**Wires at chosen ports, followed through buffers**

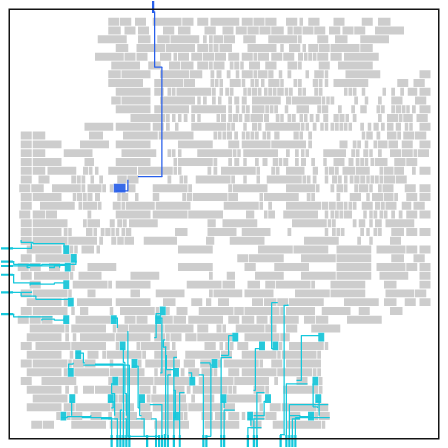
**Clock distribution**

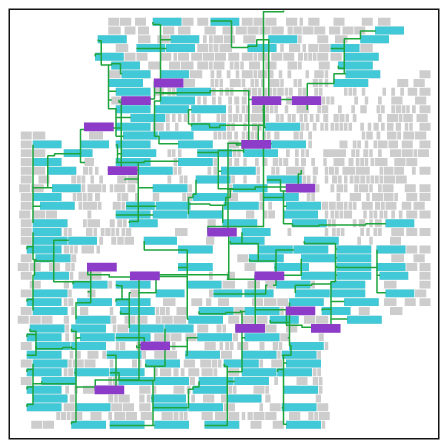
**Pin map**

Pins as bars across the die edge, other pins in gray.
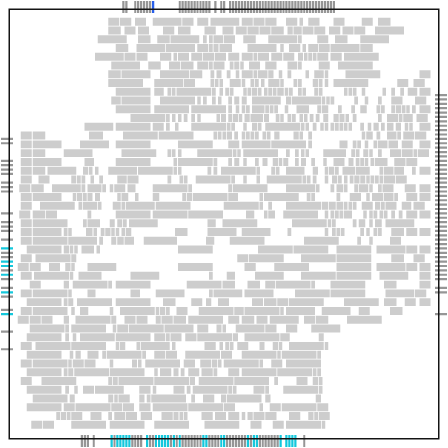
**Cell outlines without signal wires**

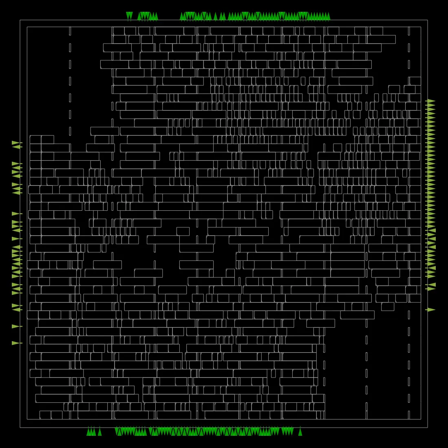
**Wiring by layer**

Bar = 50 um.
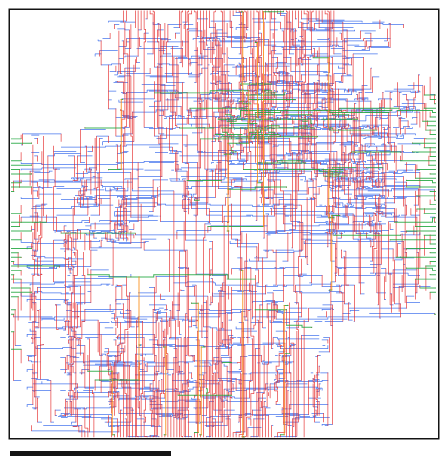
### config.mk
export PLATFORM = sky130hd
export DESIGN_NAME = if_fetch_buffer
export DESIGN_NICKNAME = d
export VERILOG_FILES = /design/src/rtl/if_fetch_buffer_pkg.sv /design/src/rtl/if_fetch_buffer_fetch_fifo.sv /design/src/rtl/if_fetch_buffer.sv
export SDC_FILE = /design/constraint.sdc
export NUM_CORES = 1
export LEC_CHECK = 0
export ABC_AREA = 1
export CORE_MARGIN = 2
export CORE_UTILIZATION = 45
export DETAILED_ROUTE_END_ITERATION = 8
export GPL_TIMING_DRIVEN = 1
export HOLD_SLACK_MARGIN = 0.15
export PLACE_DENSITY = 0.86
export SETUP_SLACK_MARGIN = 0.3
export SYNTH_ARGS = -nofsm -noshare
export SYNTH_HDL_FRONTEND = slang
export SYNTH_SLANG_ARGS = --single-unit
### constraint.sdc
create_clock -name clk -period 4.6 [get_ports clk]
set_input_delay 0.92 -clock clk [delete_from_list [all_inputs] [get_ports clk]]
set_output_delay 0.92 -clock clk [all_outputs]
set_load 0.01 [all_outputs]
### src/rtl/if_fetch_buffer_pkg.sv
// Shared definitions for the instruction-fetch buffer: FSM state encodings and
// default address/data widths.
package if_fetch_buffer_pkg;

  typedef enum logic [1:0] {
    S_IDLE  = 2'd0,
    S_WAIT  = 2'd1,
    S_DRAIN = 2'd2
  } fetch_state_t;

  localparam int FETCH_ADDR_W = 32;
  localparam int FETCH_DATA_W = 32;

endpackage

### src/rtl/if_fetch_buffer_fetch_fifo.sv
// Small FIFO of {instruction, pc} pairs with synchronous clear; head outputs
// read as zero while the FIFO is empty.
module fetch_fifo #(
  parameter int DEPTH  = 2,
  parameter int ADDR_W = 32,
  parameter int DATA_W = 32
) (
  input  logic                     clk,
  input  logic                     n_rst,
  input  logic                     clear,
  input  logic                     push,
  input  logic [DATA_W-1:0]        push_instr,
  input  logic [ADDR_W-1:0]        push_pc,
  input  logic                     pop,
  output logic [$clog2(DEPTH):0]   count,
  output logic                     head_valid,
  output logic [DATA_W-1:0]        head_instr,
  output logic [ADDR_W-1:0]        head_pc
);

  localparam int PTR_W = $clog2(DEPTH);

  logic [DATA_W+ADDR_W-1:0] mem [DEPTH];
  logic [PTR_W-1:0]         rd_ptr;
  logic [PTR_W-1:0]         wr_ptr;
  logic                     do_pop;

  assign head_valid = (count != '0);
  assign do_pop     = pop && head_valid;
  assign {head_instr, head_pc} = head_valid ? mem[rd_ptr] : '0;

  // Storage is data only; its contents are never observed while empty.
  always_ff @(posedge clk) begin
    if (push) mem[wr_ptr] <= {push_instr, push_pc};
  end

  always_ff @(posedge clk or negedge n_rst) begin
    if (!n_rst) begin
      rd_ptr <= '0;
      wr_ptr <= '0;
      count  <= '0;
    end else if (clear) begin
      rd_ptr <= '0;
      wr_ptr <= '0;
      count  <= '0;
    end else begin
      if (push)   wr_ptr <= wr_ptr + PTR_W'(1);
      if (do_pop) rd_ptr <= rd_ptr + PTR_W'(1);
      case ({push, do_pop})
        2'b10:   count <= count + (PTR_W+1)'(1);
        2'b01:   count <= count - (PTR_W+1)'(1);
        default: count <= count;
      endcase
    end
  end

endmodule

### src/rtl/if_fetch_buffer.sv
// Fetch stage: issues one outstanding imem request at a time, buffers returned
// words with their PC and hands them to decode; redirects discard everything.
module if_fetch_buffer
  import if_fetch_buffer_pkg::*;
#(
  parameter int DEPTH  = 2,
  parameter int ADDR_W = FETCH_ADDR_W,
  parameter int DATA_W = FETCH_DATA_W
) (
  input  logic              clk,
  input  logic              n_rst,
  input  logic [ADDR_W-1:0] pc_in,
  input  logic              flush,
  output logic              pc_stall,
  output logic              imem_req,
  output logic [ADDR_W-1:0] imem_addr,
  input  logic              imem_ack,
  input  logic [DATA_W-1:0] imem_rdata,
  output logic              id_valid,
  input  logic              id_ready,
  output logic [DATA_W-1:0] id_instr,
  output logic [ADDR_W-1:0] id_pc,
  output logic [ADDR_W-1:0] id_pcplus4
);

  localparam int PTR_W = $clog2(DEPTH);
  localparam logic [PTR_W:0] FULL_CNT = (PTR_W+1)'(DEPTH);

  fetch_state_t   state;
  logic [PTR_W:0] count;
  logic           full;
  logic           push;
  logic           pop;

  // A request is only issued with a free slot, so a push can never overflow.
  assign full       = (count == FULL_CNT);
  assign pc_stall   = (state != S_IDLE) || flush || full;
  assign push       = (state == S_WAIT) && imem_ack && !flush;
  assign pop        = id_valid && id_ready;
  assign id_pcplus4 = id_pc + ADDR_W'(4);

  always_ff @(posedge clk or negedge n_rst) begin
    if (!n_rst) begin
      state     <= S_IDLE;
      imem_req  <= 1'b0;
      imem_addr <= '0;
    end else begin
      case (state)
        S_IDLE: begin
          if (!flush && !full) begin
            imem_req  <= 1'b1;
            imem_addr <= pc_in;
            state     <= S_WAIT;
          end
        end
        S_WAIT: begin
          if (imem_ack) begin
            imem_req <= 1'b0;
            state    <= S_IDLE;
          end else if (flush) begin
            state <= S_DRAIN;
          end
        end
        S_DRAIN: begin
          // The memory still owes a response; absorb it before re-issuing.
          if (imem_ack) begin
            imem_req <= 1'b0;
            state    <= S_IDLE;
          end
        end
        default: begin
          imem_req <= 1'b0;
          state    <= S_IDLE;
        end
      endcase
    end
  end

  fetch_fifo #(
    .DEPTH  (DEPTH),
    .ADDR_W (ADDR_W),
    .DATA_W (DATA_W)
  ) u_fifo (
    .clk        (clk),
    .n_rst      (n_rst),
    .clear      (flush),
    .push       (push),
    .push_instr (imem_rdata),
    .push_pc    (imem_addr),
    .pop        (pop),
    .count      (count),
    .head_valid (id_valid),
    .head_instr (id_instr),
    .head_pc    (id_pc)
  );

endmodule

==> reports/metrics.yaml <==
pwr:
  p_leak_nw: 4.06
  p_per_area_nw_per_um2: 552
  p_total_mw: 5.65
  internal_power_mw: 3.74
  power_clock_mw: 1.33
  switchingPower_mw: 1.91
  powerComb_mw: 2.10
cells_and_area:
  flops: 167
  inverters_excl_clock: 49
  top_register: "u_fifo.mem"
  seq_share_pct: 47.1
  layout-drive-gt1-share_pct: 11.1
  largest_cell_class: "registers"
  comb_area_um2: 2310
  antenna_cells: 1
  largest_registers: "u_fifo.mem x128, imem_addr x32"
  comb_area_share_pct: 22.5
  n_fill_cell: 1322
  final_net_count: 978
  largest_reg_flops: 128
worst_setup_path:
  crit_path_end_kind: "primary output"
  cp-endpoint: "id_pcplus4[28]"
  worstPathMaxFanout: 17
  critPathSlowestCell: "dfrtp_4"
  r2r-end: "u_fifo.mem[1][37]"
  crit_chain: "inv_2 > nor2_1 > nor2_2 > nand2_2 > inv_1 > ha_1 > inv_1 > nor2_4 > nand2_2 > nor2_2 > nand3_1 > nand2_1 > clkdlybuf4s50_1"
  crit_path_start_kind: "register"
  r2r-start: "state[1]"
  slowest_delay_ns: 0.58
clock_tree:
  hold_buffers: 0
  clk_path_buf_depth: 2
  cts_buffers: 17
  cts-root-buf: "clkbuf_16"
sta:
  clock-skew-final_ns: 0.00923
  whs_ns: 0.501
  worst_slack_ns: 0.560
  final_max_slew_viol_count: 0
  fin_crit_sh_pct: 87.8
  worstMarginPinSlew_ns: 0.776
  fin_crit_ns: 4.04
  rsz0062_at_grt: "no"
synth:
  synthArstFlopShare_pct: 23.4
  synthDominantCellAreaShare_pct: 51.5
  yosys.area_share.aoi_pct: 3.00
  ys_chip_area_um2: 7470
  yosys_cells: 704
  edf_count: 128
  post-synth-top-area-cell: "edfxtp_1"
  synth_flops: 167
  syn_nets: 777
  synth-simple-area-share_pct: 20.2
global_routing:
  grt_first_pass_wirelength_mm: 28.8
  antenna_found_initial: 1
  grtUsageMet1_pct: 26.3
  grt_pass1_vias: 5540
  grt_max_degree: 54
  gr-total-overflow: 0
  grt_util_met2_pct: 37.5
status:
  status: "completed"
job:
  maxCapViolCount: 0
hold_path:
  hold_class: "reg2reg"
placed_design:
  placed_area_um2: 9660
  globalplace.congestion: 0.961
  dp_hpwl_mm: 13.2
route:
  via_per_inst: 4.98
  drc: 0
  antenna_left: 0
floorplanning:
  die_y_um: 133
  chipArea_um2: 17600
-- 'wires at chosen ports, followed through buffers' (at the start) --
`id_instr`: drawn in cyan, bits 32, direction output, edge 26 bottom, 6 left, end cells 32, buffers 32, wire 878 um. `pc_stall`: drawn in blue, bits 1, direction output, edge top, end cells 1, buffers 1, wire 68.7 um.
input/output buffers: 199
io pins: 200

-- 'clock distribution' (at the start) --
cells driving clock nets: drawn in purple, count 17. clock wires: drawn in green, length 1760 um. flip-flops: drawn in cyan, count 167.
Position of the flops: widely spread. There are 18 routed clock nets.

-- 'pin map' (at the start) --
`id_instr`: drawn in cyan, pins 32, direction output, edge 26 bottom, 6 left. `pc_stall`: drawn in blue, pins 1, direction output, edge top.

-- 'cell outlines without signal wires' (at the start) --
site row count: 47
final core occ: 62.4%
Core Region: 16400 um2

-- 'wiring by layer' (at the start) --
met3: drawn in green, wire length 1100 um. met1: drawn in blue, wire length 7270 um. met2: drawn in red, wire length 9730 um. met4: drawn in orange, wire length 498 um.
Avg WL per Cell: 16.3 um
routed via count: 5675
Post-Route WL: 18.6 mm

-- worst min-delay path by stage --
stage / startpoint / endpoint / slack [ns] / depth (start not counted)
after floorplan: state[1] / state[1] / 0.48 / 2
after global placement: imem_addr[1] / u_fifo.mem[0][1] / 0.47 / 0
after detailed placement: imem_addr[0] / u_fifo.mem[1][0] / 0.49 / 0
after CTS: imem_addr[13] / u_fifo.mem[0][13] / 0.50 / 0
after global routing: imem_addr[4] / u_fifo.mem[1][4] / 0.51 / 0
final: imem_addr[13] / u_fifo.mem[0][13] / 0.50 / 0
-- per-layer routing --
layer,routed length [um],part of all wire [%],vias up
met5,0,0,-
met4,497,2.7,0
li1,-,-,2731
met3,1100,5.9,39
met1,7270,39,2678
met2,9730,52,227
Power is estimated from default activity; no workload was simulated.
